Figure 1. Clock distribution.
Bar = 20 um.
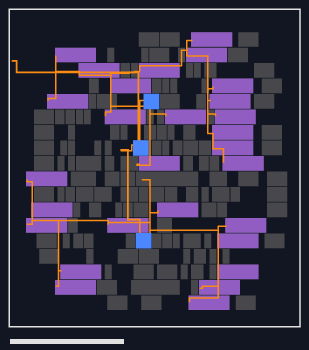
Figure 2. Metal 2.
Cells faint in the background.
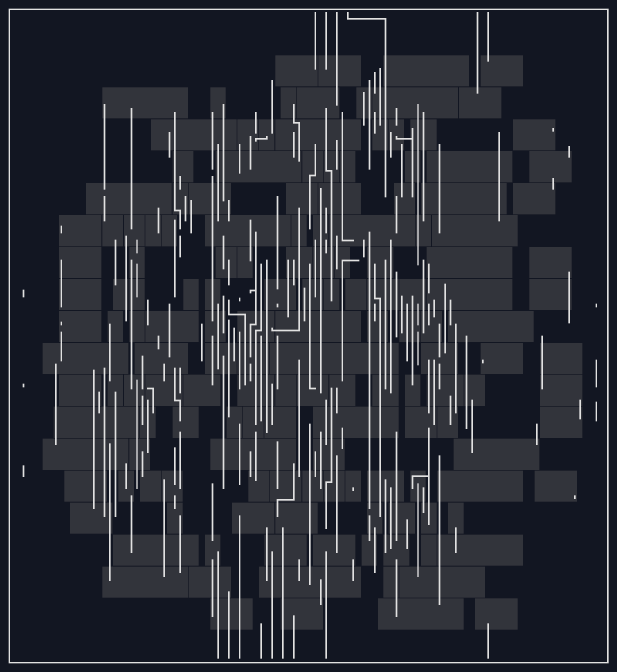
Figure 3. Placement by cell class.
Bar = 20 um.
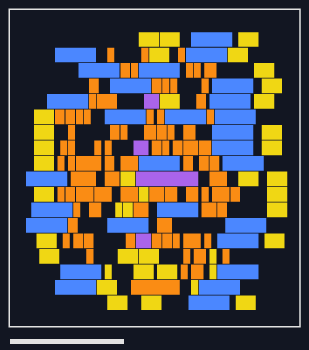
Figure 4. Gate-type map.
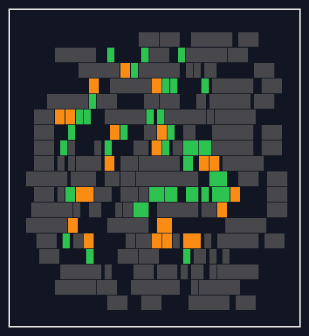
Figure 5. Cell placement.
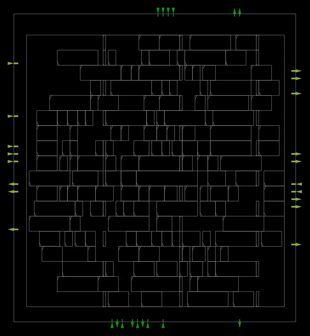
[src/rtl/alu_execute_control.sv]
// Control FSM for register-register ALU instructions on a single shared bus.
// It sequences register-file, operand-A, ALU and Z enables, then returns a one-cycle DONE pulse.
module alu_execute_control #(
  parameter int NUM_REGS = 4,
  parameter int SEL_W = 2,
  parameter logic [3:0] START_CODE = 4'b0001
) (
  input  logic                clock,
  input  logic                reset,
  input  logic [3:0]          FSM_start,
  input  logic [3:0]          opcode,
  input  logic [SEL_W-1:0]    rd_sel,
  input  logic [SEL_W-1:0]    rs_sel,
  input  logic [SEL_W-1:0]    rt_sel,
  output logic [NUM_REGS-1:0] reg_out_en,
  output logic [NUM_REGS-1:0] reg_in_en,
  output logic                A_in_en,
  output logic [2:0]          ALU_op,
  output logic                Z_in_en,
  output logic                Z_out_en,
  output logic                DONE,
  output logic                busy,
  output logic                illegal
);

  typedef enum logic [2:0] {
    IDLE,
    LOAD_A,
    COMPUTE_B,
    COMPUTE_U,
    WRITE_BACK,
    DONE_ST
  } state_t;

  localparam logic [3:0] OP_NOT = 4'b0011;

  state_t state;
  logic [3:0] op_q;
  logic [SEL_W-1:0] rd_q;
  logic [SEL_W-1:0] rt_q;

  function automatic logic [NUM_REGS-1:0] one_hot(input logic [SEL_W-1:0] sel);
    logic [NUM_REGS-1:0] v;
    v = '0;
    v[sel] = 1'b1;
    return v;
  endfunction

  function automatic logic is_alu_op(input logic [3:0] op);
    return (op != 4'b0000) && !op[3];
  endfunction

  // 0001..0111 map onto 000..110, so the ALU code is the low bits minus one.
  function automatic logic [2:0] alu_code(input logic [3:0] op);
    return op[2:0] - 3'd1;
  endfunction

  // Outputs are registered alongside the state, so each one reflects the state being entered.
  // rs is consumed at the launch edge itself (LOAD_A outputs), so it needs no holding register.
  always_ff @(posedge clock) begin
    if (reset) begin
      state      <= IDLE;
      op_q       <= '0;
      rd_q       <= '0;
      rt_q       <= '0;
      reg_out_en <= '0;
      reg_in_en  <= '0;
      A_in_en    <= 1'b0;
      ALU_op     <= 3'b000;
      Z_in_en    <= 1'b0;
      Z_out_en   <= 1'b0;
      DONE       <= 1'b0;
      busy       <= 1'b0;
      illegal    <= 1'b0;
    end else begin
      reg_out_en <= '0;
      reg_in_en  <= '0;
      A_in_en    <= 1'b0;
      Z_in_en    <= 1'b0;
      Z_out_en   <= 1'b0;
      DONE       <= 1'b0;
      illegal    <= 1'b0;
      busy       <= 1'b1;
      case (state)
        IDLE: begin
          busy   <= 1'b0;
          ALU_op <= 3'b000;
          if (FSM_start == START_CODE) begin
            op_q <= opcode;
            rd_q <= rd_sel;
            rt_q <= rt_sel;
            busy <= 1'b1;
            if (is_alu_op(opcode)) begin
              state      <= LOAD_A;
              reg_out_en <= one_hot(rs_sel);
              A_in_en    <= 1'b1;
              ALU_op     <= alu_code(opcode);
            end else begin
              state   <= DONE_ST;
              DONE    <= 1'b1;
              illegal <= 1'b1;
            end
          end
        end
        LOAD_A: begin
          Z_in_en <= 1'b1;
          if (op_q == OP_NOT) begin
            state <= COMPUTE_U;
          end else begin
            state      <= COMPUTE_B;
            reg_out_en <= one_hot(rt_q);
          end
        end
        COMPUTE_B, COMPUTE_U: begin
          state     <= WRITE_BACK;
          Z_out_en  <= 1'b1;
          reg_in_en <= one_hot(rd_q);
        end
        WRITE_BACK: begin
          state <= DONE_ST;
          DONE  <= 1'b1;
        end
        DONE_ST: begin
          state  <= IDLE;
          busy   <= 1'b0;
          ALU_op <= 3'b000;
        end
        default: begin
          state  <= IDLE;
          busy   <= 1'b0;
          ALU_op <= 3'b000;
        end
      endcase
    end
  end

endmodule

[config.mk]
export PLATFORM = sky130hd
export DESIGN_NAME = alu_execute_control
export DESIGN_NICKNAME = d
export VERILOG_FILES = /design/src/rtl/alu_execute_control.sv
export SDC_FILE = /design/constraint.sdc
export NUM_CORES = 1
export LEC_CHECK = 0
export CORE_ASPECT_RATIO = 1.1
export CORE_MARGIN = 2
export CORE_UTILIZATION = 44
export DETAILED_ROUTE_END_ITERATION = 10
export GPL_TIMING_DRIVEN = 0
export PLACE_DENSITY = 0.76
export SLEW_MARGIN = 30
export SYNTH_ARGS = -nofsm -noshare
export SYNTH_HDL_FRONTEND = slang
export SYNTH_SLANG_ARGS = --single-unit
[constraint.sdc]
create_clock -name clock -period 1.8 [get_ports clock]
set_clock_uncertainty 0.1 [all_clocks]
set_input_delay 0.18 -clock clock [delete_from_list [all_inputs] [get_ports clock]]
set_output_delay 0.18 -clock clock [all_outputs]
set_load 0.03 [all_outputs]
==> flow_summary_export.csv <==
group,metric,value,unit
setup_path,path_delay_family,"simple AND/OR/NAND/NOR gates",
clocking,clockBufferDepth,2,
setup_path,crit_buf_inv,1,
power_and_ir_drop,irDropWorstVdd,0.478,mV
timing,final_max_slew_viol_count,0,
final_layout,drive_gt1_share,5.81,%
setup_path,r2r_end,"reg_out_en[0]",
setup_path,crit_path_end,"reg_out_en[0]",
logic_synthesis,ys.flops,28,
final_layout,nets,174,
route,ant_nets,0,
clocking,cts_tree,"done",
logic_synthesis,top_cell,"dfxtp_1",
power_and_ir_drop,combPwrFrac,10.6,%
route,viasPerCell,4.98,
power_and_ir_drop,p_leak,0.540,nW
power_and_ir_drop,switching_share,21.4,%
timing,slew_headroom,59.9,%
logic_synthesis,synthesis.nets,138,
final_layout,layout.nonclk_buf_share,23.7,%
global_routing,grt_overflow,0,
timing,setup_slack,0.165,ns
final_layout,final_cell_mix,"clkdlybuf4s50_1 (31), dfxtp_1 (28), nand2_1 (22), a21oi_1 (16), nor2_1 (8)",
clocking,cts_max_level,1,
final_layout,combAreaFraction,30.7,%
die,die_x,50.8,um
global_routing,grt_usage,14.9,%
route,drc,0,
setup_path,crit_fanout,8,
timing,hold_viol_final,0,
clocking,postCtsHoldBufs,0,
timing,fin_crit_sh,90.8,%
route,dr.first_iter.drc_count,8,
final_layout,final-comb-area,449,um2
logic_synthesis,ys_top_logic_family,"simple AND/OR/NAND/NOR gates",
status,run_status,"finished clean",
route,wl_per_cell,11.1,um
clocking,cts_setup_buffers,0,
power_and_ir_drop,p_seq,0.639,mW
logic_synthesis,synth_cell_types,29,
logic_synthesis,top_cells_by_area,"dfxtp_1 (53%), nand2_1 (7.8%), a21oi_1 (7.5%)",
final_layout,final_area,1470,um2
final_layout,seq-cell-share,38.3,%
setup_path,cp-start-kind,"flop",
logic_synthesis,yosysWarnings,0,
clocking,clk_pin_slew,0.15,ns
setup_path,crit_cells,5,
timing,worst_pin_slew,0.593,ns
die,fp_util,46.6,%
power_and_ir_drop,power_frac_clock,34.7,%
logic_synthesis,ys_sh_simple,27.0,%
logic_synthesis,synthCells,120,
timing,post-route-min-period,1.64,ns
final_layout,clockBufferCount,3,
clocking,cts_root_buffer,"clkbuf_4",
timing,rsz0062_at_grt,"false",
setup_path,worstPathArrival,1.81,ns
final_layout,biggestRegsByFlops,"op_q x4, reg_in_en x4, reg_out_en x4",
logic_synthesis,top_cells_by_count,"dfxtp_1 (28), nand2_1 (22), a21oi_1 (16)",
route,first_pass_iters,4,
logic_synthesis,ys_sh_xor,1.65,%
placed_design,dp_cells,181,
final_layout,antenna_cells,0,
Back to the opening pictures, Figure 1:
- blue: cells driving clock nets (count 3)
- orange: clock wires (length 267 um)
- purple: flip-flops (count 28)
- flops lie: spread over the die
- routed clock nets: 4
Clock Latency Late Sink: 0.33 ns
P_clk: 0.405 mW

Back to the opening pictures, Figure 2:
- wire length on this layer: 1020 um
- share of all routed wire: 50%
- longest straight run: 23.5 um
- main direction: vertical
- nets with wire on the layer: 142
Via Count: 922
total wire length: 2050 um
grt met2 use: 25.2%

Back to the opening pictures, Figure 3:
- orange: all other logic (cells 84)
- purple: clock drivers and dummy loads (cells 4)
- yellow: other buffers and delay cells (cells 39)
- blue: flip-flops (cells 28)

Back to the opening pictures, Figure 4:
- green: NAND gates (cells 32; most used nand2_1)
- orange: inverting AOI/OAI gates (cells 20; most used a21oi_1)
non-filler cells, final: 185
Commonest Layout Cell: clkdlybuf4s50_1

Back to the opening pictures, Figure 5:
Core ar.: 2270 um2
Well Taps: 30

No activity file was given, so power comes from the tool's default toggle rates.
